==> config.mk <==
export PLATFORM = sky130hd
export DESIGN_NAME = router_reg_flat
export DESIGN_NICKNAME = d
export VERILOG_FILES = /design/src/rtl/router_pkg.sv /design/src/rtl/router_reg_if.sv /design/src/rtl/router_parity_acc.sv /design/src/rtl/router_reg.sv /design/src/flat_wrapper.sv
export SDC_FILE = /design/constraint.sdc
export NUM_CORES = 1
export LEC_CHECK = 0
export ABC_AREA = 1
export CAP_MARGIN = 10
export CORE_AREA = 2 2 92 94
export CTS_CLUSTER_SIZE = 14
export DETAILED_ROUTE_END_ITERATION = 12
export DIE_AREA = 0 0 94 96
export HOLD_SLACK_MARGIN = 0.08
export PLACE_DENSITY_LB_ADDON = 0.25
export SYNTH_ARGS = -nofsm -noshare
export SYNTH_HDL_FRONTEND = slang
export SYNTH_SLANG_ARGS = --single-unit
==> constraint.sdc <==
create_clock -name clock -period 1.2 [get_ports clock]
set_input_delay 0.24 -clock clock [delete_from_list [all_inputs] [get_ports clock]]
set_output_delay 0.24 -clock clock [all_outputs]
set_load 0.1 [all_outputs]
Fig. 1: routing congestion map
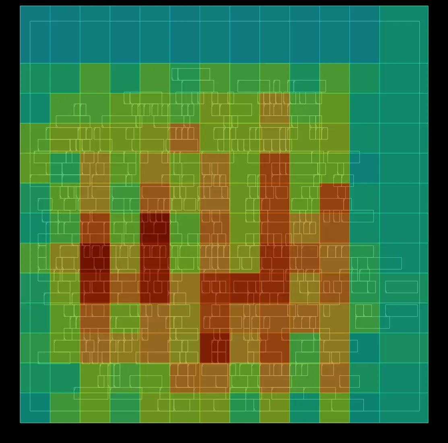
Core Util, Final: 42.4%
grt met1 use: 23.9%
Wirelength per Cell: 14.4 um
total track usage: 17.8%
met3 track demand over resource: 2.58%

Fig. 2: signal wires by layer
Only two layers are drawn.
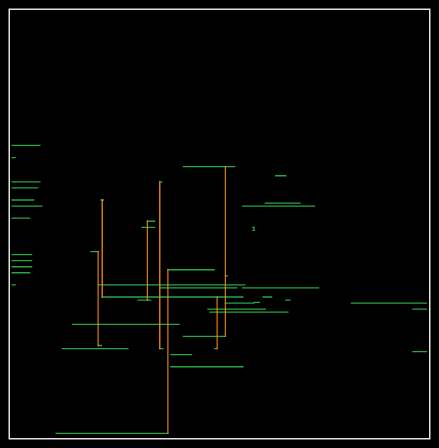
[met4] orange | wire length: 184 um
[met3] green | wire length: 368 um
DR vias: 2,596
Routed WL: 7.66 mm

Fig. 3: sizing map
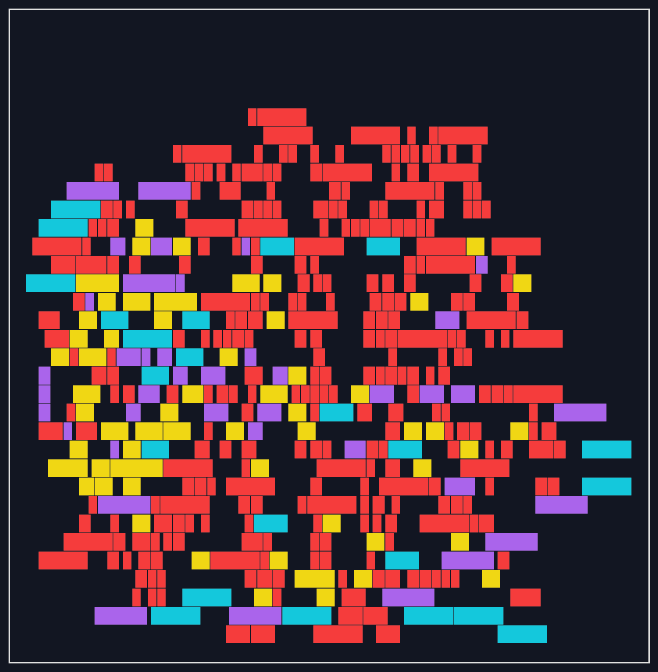
[drive 3 to 4] yellow | cells: 58
[drive 2] purple | cells: 40
[drive 6 and up] cyan | cells: 23
[drive 1 or less] red | cells: 305
Non-Clock Buffer Count: 75
setup ws final: 0.0376 ns
final instance area: 3420 um^2
layout overhead on the synthesized area: 46.8%

Fig. 4: logic cells by family
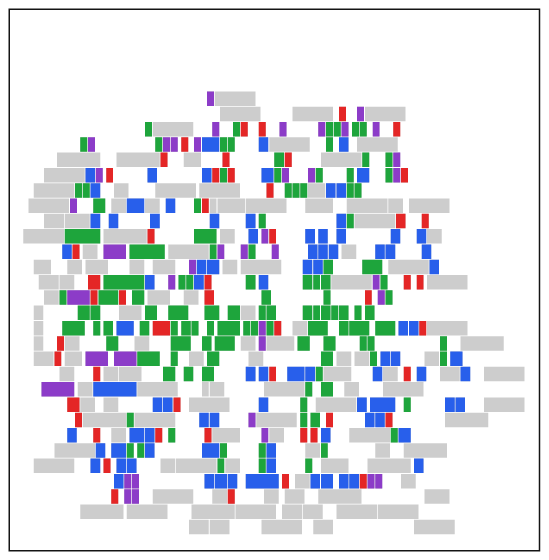
[inverting AOI/OAI gates] blue | cells: 89 | most used: o21ai_0
[NAND gates] green | cells: 118 | most used: nand2_1
[inverters] red | cells: 50 | most used: inv_1
[NOR gates] purple | cells: 40 | most used: nor2_1
Final Non-Filler Cells: 531
logic share of the area: 39.5%
Commonest Layout Cell: nand2_1

Fig. 5: M4 wires
The bar under the picture is 20 um long.
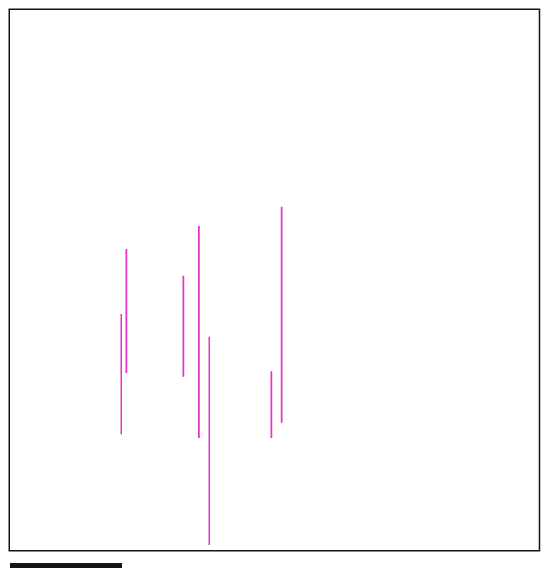
longest straight run: 38.1 um
nets with wire on the layer: 6
share of all routed wire: 2.4%
main direction: vertical
wire length on this layer: 184 um

==> flow_metrics.py <==
# Generated from Yosys and OpenROAD reports
metrics = {
    "run_status": {
        "status": "complete, no violations",
    },
    "worst_setup_path": {
        "slowest_stage": "dfxtp_2",
        "critPathKind": "flop to flop",
        "worst-path-max-fanout": 4,
    },
    "logic_synthesis": {
        "numSynthFlops": 44,
        "synth_area_um2": 2330,
        "syn_inst": 350,
        "ys_cells": 350,
        "yosysTopAreaCell": "dfxtp_1",
        "synth.distinct_cells": 33,
    },
    "cells_and_area": {
        "n_all_inverters": 50,
        "diodes": 0,
        "drive_gt1_share_pct": 28.4,
        "flop-count": 44,
        "n_fill_cell": 823,
    },
    "pwr": {
        "pwr-share-clk_pct": 28.1,
        "power_density_nw_per_um2": 1030,
        "switchingPower_uw": 1150,
        "p_int_uw": 2370,
        "p_comb_share_pct": 26.9,
        "leakagePower_uw": 0.00150,
        "total_power_uw": 3520,
        "swShare_pct": 32.6,
    },
    "floorplanning": {
        "chip_area_um2": 9020,
        "taps": 105,
        "fp.dieH_um": 96,
        "die_width_um": 94,
    },
    "clock_network": {
        "tritoncts": "done",
        "cts.repair.resized": 36,
        "hold_buffers": 0,
        "numCtsBuffers": 5,
        "cts-htree-levels": 2,
    },
    "grt": {
        "grt_max_degree": 17,
        "grt_pass1_vias": 2444,
        "grt-ovfl-total": 0,
    },
    "route": {
        "drc_errors": 0,
        "viasPerCell": 4.89,
        "dr.pass1.iters": 4,
    },
    "sta": {
        "final.setup_skew_ns": 0.00508,
        "hold_violations": 0,
        "fmax_mhz": 860,
    },
    "placed_design": {
        "dp_hpwl_mm": 5.53,
        "placedCellCount": 519,
        "place.gp.congestion": 0.874,
    },
    "job": {
        "warning_count": 28,
    },
}
synthesized netlist by cell type:
cell,number
a21oi_1,28
a21oi_2,1
a221oi_1,1
a31oi_1,4
a31oi_4,1
buf_2,2
buf_4,4
buf_6,1
clkbuf_1,2
clkbuf_2,1
clkinv_1,1
clkinv_4,1
dfxtp_1,44
inv_1,41
inv_2,5
inv_4,1
nand2_1,76
nand2_2,5
nand3_1,27
nand3_2,2
nand3b_1,1
nand4_1,7
nor2_1,36
nor2_2,3
nor3_4,1
o2111ai_1,1
o211ai_1,2
o21ai_0,41
o21ai_1,4
o21ai_2,1
o22ai_1,3
xnor2_1,1
xor2_1,1
power groups by stage:
stage	Clock [uW]	Sequential, uW	Combinational (uW)
after CTS	1010	1590	916
after detailed placement	0	1620	868
after global routing	1080	1590	1020
final	988	1590	946
after global placement	0	1620	863
after floorplan	0	1770	325
per-layer routing:
layer  track usage (%)  share of wire (%)  vias to the layer above
met5                 0                  0                        -
met4              6.16                2.4                        0
met3              2.58                4.8                       17
met2              29.5                 47                       65
met1              23.9                 46                     1209
li1                  -                  -                     1305
worst max-delay path, delay by kind of cell, from the launching register on:
kind                   cells  cell delay, ns
buffers and inverters      2            0.16
AND/OR/NAND/NOR            7            0.56
flip-flops                 1            0.36
cell families (layout without fill, tap and decap cells):
group,after synthesis,count (layout),synth area share (%)
flip-flops,44,44,37.8
AND-OR/OR-AND,87,89,20.6
buffers and inverters,59,133,11.0
AND/OR/NAND/NOR,158,158,29.8
XOR/XNOR,2,2,0.753
through the flow:
step | setup WS (ns) | hold slack [ns]
after floorplan | -0.0102 | 0.375
after global placement | -0.724 | 0.462
after detailed placement | -0.724 | 0.461
after CTS | 0.0147 | 0.473
after global routing | -0.0426 | 0.461
final | 0.0376 | 0.459
Power is estimated from default activity; no workload was simulated.
